`config.mk`:
```
export PLATFORM = sky130hd
export DESIGN_NAME = seq_alu
export DESIGN_NICKNAME = d
export VERILOG_FILES = /design/src/rtl/seq_alu_pkg.sv /design/src/rtl/seq_alu_muldiv.sv /design/src/rtl/seq_alu.sv
export SDC_FILE = /design/constraint.sdc
export NUM_CORES = 1
export LEC_CHECK = 0
export CORE_MARGIN = 4
export CORE_UTILIZATION = 28
export CTS_CLUSTER_DIAMETER = 50
export DETAILED_ROUTE_END_ITERATION = 6
export PLACE_DENSITY = 0.46
export SLEW_MARGIN = 10
export SYNTH_ARGS = -nofsm -noshare
export SYNTH_HDL_FRONTEND = slang
export SYNTH_HIERARCHICAL = 1
export SYNTH_SLANG_ARGS = --single-unit
```
`constraint.sdc`:
```
create_clock -name clk -period 3.5 [get_ports clk]
set_input_delay 0.7 -clock clk [delete_from_list [all_inputs] [get_ports clk]]
set_output_delay 0.7 -clock clk [all_outputs]
set_load 0.05 [all_outputs]
```
`src/rtl/seq_alu_pkg.sv`:
```
// Shared opcodes, FSM state type and opcode-class helpers for seq_alu.
`timescale 1ns/1ps
package seq_alu_pkg;

    localparam logic [3:0] OP_ADD   = 4'b0001;
    localparam logic [3:0] OP_OR    = 4'b0010;
    localparam logic [3:0] OP_SUB   = 4'b0011;
    localparam logic [3:0] OP_BEQ   = 4'b0101;
    localparam logic [3:0] OP_LW    = 4'b0110;
    localparam logic [3:0] OP_SW    = 4'b0111;
    localparam logic [3:0] OP_AND   = 4'b1000;
    localparam logic [3:0] OP_SLT   = 4'b1001;
    localparam logic [3:0] OP_MUL   = 4'b1100;
    localparam logic [3:0] OP_MULHU = 4'b1101;
    localparam logic [3:0] OP_DIVU  = 4'b1110;
    localparam logic [3:0] OP_REMU  = 4'b1111;

    typedef enum logic [1:0] {IDLE, MUL, DIV, DONE} state_t;

    function automatic logic is_long_op(input logic [3:0] op);
        return op inside {OP_MUL, OP_MULHU, OP_DIVU, OP_REMU};
    endfunction

    function automatic logic is_div_op(input logic [3:0] op);
        return op inside {OP_DIVU, OP_REMU};
    endfunction

endpackage

```
`src/rtl/seq_alu_muldiv.sv`:
```
// Iterative unsigned multiply (shift-add) / divide (restoring), one bit per cycle.
// Only present when SEQ_ALU_MULDIV_EN is defined.
`timescale 1ns/1ps
`ifdef SEQ_ALU_MULDIV_EN
module seq_alu_muldiv #(
    parameter int WIDTH = 32
) (
    input  logic             clk,
    input  logic             rst_n,
    input  logic             start,
    input  logic             is_div,
    input  logic [WIDTH-1:0] a,
    input  logic [WIDTH-1:0] b,
    output logic             done,
    output logic [WIDTH-1:0] lo,
    output logic [WIDTH-1:0] hi
);
    localparam int CNT_W = $clog2(WIDTH);

    logic               busy;
    logic               div_mode;
    logic [CNT_W-1:0]   cnt;
    logic [WIDTH-1:0]   opnd;
    logic [2*WIDTH-1:0] acc;
    logic [2*WIDTH-1:0] acc_nxt;
    logic [WIDTH:0]     mul_sum;
    logic [WIDTH:0]     div_part;
    logic [WIDTH:0]     div_diff;

    // Multiply keeps {partial, multiplier}; divide keeps {remainder, dividend/quotient}.
    always_comb begin
        mul_sum  = {1'b0, acc[2*WIDTH-1:WIDTH]} + (acc[0] ? {1'b0, opnd} : '0);
        div_part = acc[2*WIDTH-1:WIDTH-1];
        div_diff = div_part - {1'b0, opnd};
        if (!div_mode)
            acc_nxt = {mul_sum, acc[WIDTH-1:1]};
        else if (div_part >= {1'b0, opnd})
            acc_nxt = {div_diff[WIDTH-1:0], acc[WIDTH-2:0], 1'b1};
        else
            acc_nxt = {div_part[WIDTH-1:0], acc[WIDTH-2:0], 1'b0};
    end

    always_ff @(posedge clk or negedge rst_n) begin
        if (!rst_n) begin
            busy     <= 1'b0;
            div_mode <= 1'b0;
            cnt      <= '0;
            opnd     <= '0;
            acc      <= '0;
        end else if (start) begin
            busy     <= 1'b1;
            div_mode <= is_div;
            cnt      <= '0;
            opnd     <= is_div ? b : a;
            acc      <= {{WIDTH{1'b0}}, (is_div ? a : b)};
        end else if (busy) begin
            acc <= acc_nxt;
            cnt <= cnt + CNT_W'(1);
            if (done)
                busy <= 1'b0;
        end
    end

    // The final step's result is handed out combinationally so the top can register it on the same edge.
    assign done = busy && (cnt == CNT_W'(WIDTH - 1));
    assign lo   = acc_nxt[WIDTH-1:0];
    assign hi   = acc_nxt[2*WIDTH-1:WIDTH];

endmodule
`endif

```
`src/rtl/seq_alu.sv`:
```
// Multi-cycle ALU with valid/ready handshakes on operands and result.
// Define SEQ_ALU_MULDIV_EN to add iterative mul/mulhu/divu/remu and the dbz flag.
`timescale 1ns/1ps
module seq_alu
    import seq_alu_pkg::*;
#(
    parameter int WIDTH = 32,
    parameter int OP_W  = 4
) (
    input  logic             clk,
    input  logic             rst_n,
    input  logic             in_valid,
    output logic             in_ready,
    input  logic [WIDTH-1:0] A,
    input  logic [WIDTH-1:0] B,
    input  logic [OP_W-1:0]  ALUctrl,
    output logic             out_valid,
    input  logic             out_ready,
    output logic [WIDTH-1:0] ALU,
    output logic             zero,
    output logic             carrier,
    output logic             dbz
);
    state_t           state;
    logic             accept;
    logic             finish;
    logic             sc_carry;
    logic             fin_carry;
    logic [WIDTH:0]   sum_ext;
    logic [WIDTH-1:0] sc_res;
    logic [WIDTH-1:0] fin_res;

    assign accept = in_valid && in_ready;

    always_comb begin
        sum_ext  = '0;
        sc_res   = B;
        sc_carry = 1'b0;
        case (ALUctrl)
            OP_ADD, OP_LW, OP_SW: begin
                sum_ext  = {A[WIDTH-1], A} + {B[WIDTH-1], B};
                sc_res   = sum_ext[WIDTH-1:0];
                sc_carry = sum_ext[WIDTH];
            end
            OP_SUB, OP_BEQ: begin
                sum_ext  = {A[WIDTH-1], A} - {B[WIDTH-1], B};
                sc_res   = sum_ext[WIDTH-1:0];
                sc_carry = sum_ext[WIDTH];
            end
            OP_OR:   sc_res = A | B;
            OP_AND:  sc_res = A & B;
            OP_SLT:  sc_res = {{(WIDTH-1){1'b0}}, ($signed(A) < $signed(B))};
            default: sc_res = B;
        endcase
    end

`ifdef SEQ_ALU_MULDIV_EN
    logic             is_long;
    logic             sel_hi;
    logic             b_zero;
    logic             dbz_q;
    logic             md_done;
    logic [WIDTH-1:0] md_lo;
    logic [WIDTH-1:0] md_hi;

    assign is_long = is_long_op(ALUctrl);

    seq_alu_muldiv #(.WIDTH(WIDTH)) u_muldiv (
        .clk    (clk),
        .rst_n  (rst_n),
        .start  (accept && is_long),
        .is_div (is_div_op(ALUctrl)),
        .a      (A),
        .b      (B),
        .done   (md_done),
        .lo     (md_lo),
        .hi     (md_hi)
    );

    // Opcode bit 0 picks the high half for mulhu and the remainder for remu.
    always_ff @(posedge clk or negedge rst_n) begin
        if (!rst_n) begin
            sel_hi <= 1'b0;
            b_zero <= 1'b0;
            dbz_q  <= 1'b0;
        end else begin
            if (accept) begin
                sel_hi <= ALUctrl[0];
                b_zero <= (B == '0);
            end
            if (finish)
                dbz_q <= (state == DIV) && b_zero;
        end
    end

    assign dbz = dbz_q;
`else
    assign dbz = 1'b0;
`endif

    always_comb begin
        finish    = 1'b0;
        fin_res   = sc_res;
        fin_carry = sc_carry;
        case (state)
`ifdef SEQ_ALU_MULDIV_EN
            IDLE: finish = accept && !is_long;
            MUL, DIV: begin
                finish    = md_done;
                fin_res   = sel_hi ? md_hi : md_lo;
                fin_carry = 1'b0;
            end
`else
            IDLE: finish = accept;
`endif
            default: ;
        endcase
    end

    always_ff @(posedge clk or negedge rst_n) begin
        if (!rst_n) begin
            state     <= IDLE;
            in_ready  <= 1'b0;
            out_valid <= 1'b0;
            ALU       <= '0;
            zero      <= 1'b0;
            carrier   <= 1'b0;
        end else begin
            case (state)
                IDLE: begin
                    in_ready <= !accept;
`ifdef SEQ_ALU_MULDIV_EN
                    if (accept && is_long)
                        state <= is_div_op(ALUctrl) ? DIV : MUL;
`endif
                end
                DONE: begin
                    if (out_ready) begin
                        out_valid <= 1'b0;
                        in_ready  <= 1'b1;
                        state     <= IDLE;
                    end
                end
                default: ;
            endcase
            if (finish) begin
                state     <= DONE;
                out_valid <= 1'b1;
                ALU       <= fin_res;
                zero      <= (fin_res == '0);
                carrier   <= fin_carry;
            end
        end
    end

endmodule

```
**Selected gate families**

(2 px per um)
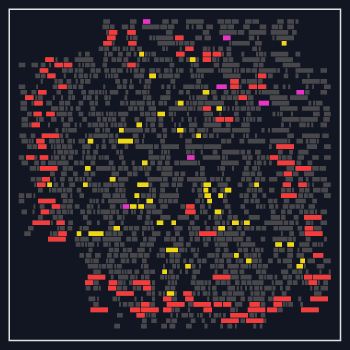
[non-inverting ao/oa cells] yellow | cells: 50
[mux cells] magenta | cells: 7
[fa/ha/maj cells] red | cells: 98 | where: widely spread

==> summary.log <==
[job] Max Cap Violations 0
[logic_synthesis] number of nets at floorplan 1130
[layout] Signal buffers 528
[worst_setup_path] cell at the slowest stage of the critical path sky130_fd_sc_hd__o32a_1
[power_and_ir_drop] power density relative to cell area 354 nW/um^2
[power_and_ir_drop] combinational fraction of design power 73.2%
[power_and_ir_drop] proportion of total power due to net switching 49.0%
[logic_synthesis] Yosys top cell area share 17.4%
[logic_synthesis] Simple-Gate Fraction of Synth Area 17.9%
[layout] Fillers 2397
[clock_tree] post-cts hold-fix buffer tally 0
[route] router iterations before antenna repair 5
[floorplanning] Well-Tap Cells 324
[clock_tree] number of levels in the clock H-tree 2
[logic_synthesis] part of the Yosys area used for sequential elements 13.1%
[logic_synthesis] Top FF cell, synth sky130_fd_sc_hd__dfrtp_1
[power_and_ir_drop] power consumed by combinational cells 0.00327 W
[grt] total global-route track usage 23.7%
[clock_tree] number of buffers created by CTS 5
[layout] share of layout cells above drive strength 1 46.5%
[placement] total placed instance area 11100 um^2
[route] routed vias/inst 5.25
[power_and_ir_drop] Flop+latch power 0.000744 W
[logic_synthesis] Post-synth area hogs sky130_fd_sc_hd__ha_1 (17%), sky130_fd_sc_hd__dfrtp_1 (13%), sky130_fd_sc_hd__a21oi_1 (6.5%)
[min_path] worst hold path type flip-flop to flip-flop
[logic_synthesis] cell type with the largest total area after synthesis sky130_fd_sc_hd__ha_1
[floorplanning] die area 27200 um^2
[layout] layout inverter count without the clock tree 106
[power_and_ir_drop] maximum vdd ir drop 0.406 mV
[placement] setup slack at placement -1030 ps
[route] DR vias 9252
[logic_synthesis] top post-synthesis cells by count sky130_fd_sc_hd__inv_1 (104), sky130_fd_sc_hd__ha_1 (96), sky130_fd_sc_hd__a21oi_1 (89)
[logic_synthesis] netlist area before placement 6890 um^2
[floorplanning] core area 24200 um^2
[final_timing] worst slew slack as a fraction of its limit 44.7%
[worst_setup_path] launching point of the worst reg2reg path state[0]
[final_timing] Worst-Margin Slew 829 ps
[grt] first-pass GRT wire length 50800 um
[clock_tree] clock tree from TritonCTS built
[final_timing] Final min period 3730 ps
[logic_synthesis] post-synthesis xor/xnor area fraction 2.03%
[worst_setup_path] longest individual stage delay on the worst path 420 ps
[layout] flip-flop count of the largest register after layout 32
[worst_setup_path] Data required, critical path 3680 ps
[power_and_ir_drop] total power consumption of the routed design 0.00447 W
[floorplanning] starting density of the core 28.4%
[outcome] outcome finished, violations left
[logic_synthesis] distinct lib cells 85
[logic_synthesis] yosys stat area 6890 um^2
[layout] flip-flop and latch share of the layout cell area 7.13%
[layout] NonClk Buf Share 33.6%
[grt] number of global-route vias before repair 9167
[grt] largest net degree at the start of global routing 64
[layout] Logic cell area 6520 um^2
[final_timing] final-report setup violation count 4
[layout] Sequential Area 901 um^2
[power_and_ir_drop] internal power 0.00228 W
[logic_synthesis] FFs w/ async S/R, synth 100%
[route] post-route antenna net violation count 0
[power_and_ir_drop] largest power group combinational logic
[power_and_ir_drop] Seq pwr share 16.7%
[floorplanning] row count 57
[final_timing] PnR worst setup slack -229 ps
[route] final WL 33300 um
[layout] logic share of the area 51.6%
[layout] Comb gates 760
[layout] Final nets 1607
[route] post-detailed-route DRC marker count 0
[worst_setup_path] kind of cell with the highest combined delay on the critical path AND-OR/OR-AND gates
[floorplanning] die width 165 um
[logic_synthesis] count of warnings emitted by yosys 6
[placement] post-DP HPWL 26800 um
[worst_setup_path] critical path cell sequence buf_8 -> ha_4 -> fa_2 -> a211oi_4 -> o31ai_4 -> a22oi_2 -> buf_4 -> nand2_2 -> buf_4 -> a21oi_1 -> xnor2_1 -> nor2_1 -> o32a_1 -> nor4bb_4 -> nand4_1 -> o41ai_2
[grt] antenna violations before repair 0
[clock_tree] clock buffer depth 2
[layout] register bank with the most flops ALU
[clock_tree] clock-pin transition on the worst setup and hold timing paths 50 ps
[logic_synthesis] area fraction in compound gates after synthesis 38.2%
[outcome] violations in the final reports setup timing
[logic_synthesis] MUX area fraction 1.13%
[final_timing] final-layout setup total negative slack -518 ps
[worst_setup_path] CP most frequent cell sky130_fd_sc_hd__buf_4
[logic_synthesis] Yosys reg bits 36
[final_timing] Max Clock Skew 2.00 ps
[power_and_ir_drop] Clk network pwr share 10.1%
[logic_synthesis] cell with the most instances after synthesis sky130_fd_sc_hd__inv_1
[layout] cell area after layout 12600 um^2
[final_timing] final-report hold violation count 0
[worst_setup_path] buffers and inverters on the worst path 3
[route] initial detailed-routing violation count 706
[layout] final standard cell utilization of the core 52.1%
[layout] most common logic cells in the final layout sky130_fd_sc_hd__buf_4 (400), sky130_fd_sc_hd__nand2_1 (82), sky130_fd_sc_hd__clkdlybuf4s50_1 (69)
[layout] number of standard cells in the final layout excluding fillers 1762
[final_timing] worst hold slack after final layout 477 ps
[placement] routability congestion estimate 0.967
[grt] total gr overflow 0
[power_and_ir_drop] leakage power 5.70 nW
[final_timing] achievable clock frequency 268 MHz
[final_timing] count of pins over their slew limit 0
[job] OpenROAD warning count 92
[floorplanning] I/O Pins 109
[final_timing] crit share post-route 107%
[worst_setup_path] CP startpoint kind primary input
[logic_synthesis] total cells reported by yosys after synthesis 960
[min_path] hold path depth 2
[layout] layout-stage area growth over the synthesis result 83.3%
[worst_setup_path] worst setup path startpoint B[0]
[layout] cell class with the largest area share multi-input combinational cells
[layout] Antenna Cells 0
[layout] most frequently placed logic cell in the final layout sky130_fd_sc_hd__buf_4
[clock_tree] insertion delay to the later sink of the worst-skew pair 280 ps
[logic_synthesis] synthesized area per cell 7.18 um^2
[min_path] end point of the worst hold path ALU[18]
[min_path] startpoint of the most critical hold path ALU[18]
[logic_synthesis] Post-Synth Adder-Cell Area 18.0%
[worst_setup_path] slack of the worst reg-to-reg path 1000 ps
[worst_setup_path] peak fanout along the critical path 3
[floorplanning] die height 165 um
[placement] Post-Place Cells 1718
[logic_synthesis] post-synth tally of flip-flops with integrated enable 0
[worst_setup_path] RR Endpoint zero
[route] wire length per cell after detailed routing 18.9 um
[clock_tree] clock tree root driver cell sky130_fd_sc_hd__clkbuf_16
[worst_setup_path] depth of the critical timing path with buffers and inverters included 16
[logic_synthesis] number of instances in the synthesized netlist 960
[placement] number of buffers added on ports 107
[worst_setup_path] critical path endpoint category flip-flop
[worst_setup_path] CP endpoint zero
[final_timing] unrepaired setup endpoints after global routing yes
**Clock routing**

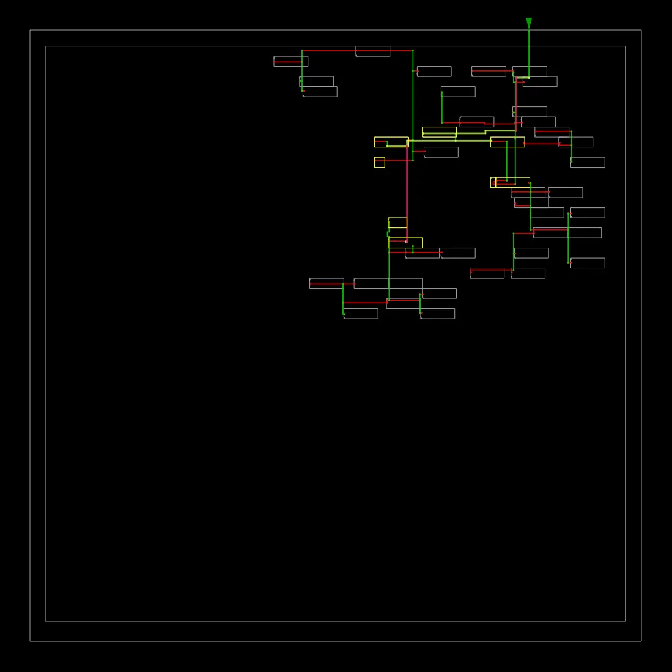
Seq Cell Count: 36
final-layout clock buffer total: 7
Clk. pwr: 0.000452 W
Clock Sinks: 36

[routing by layer]
| layer | wire, um | part of all wire, % | global-route usage, % | vias to the layer above |
|---|---|---|---|---|
| li1 | - | - | - | 4496 |
| met1 | 15400 | 46 | 32.9 | 4380 |
| met2 | 15100 | 45 | 38.8 | 304 |
| met3 | 1670 | 5.0 | 2.22 | 72 |
| met4 | 1120 | 3.4 | 7.49 | 0 |
| met5 | 0 | 0 | 0 | - |
[cell families (layout without fill, tap and decap cells)]
family                     Yosys count  in the layout
AOI/OAI and AO/OA                  376            376
and+or+nand+nor                    262            262
buffers and inverters              164            642
adders and majority gates           98             98
DFF                                 36             36
xor gates and xnor gates            16             16
muxes                                7              7
other                                1              1
[what timing repair did]
item,in CTS,in global routing
endpoints found under the setup margin,20,13
buffers inserted,25,11
pin swaps,85,50
gates resized,260,94
Power figures rest on the tool's default switching activity, not on a simulated workload.
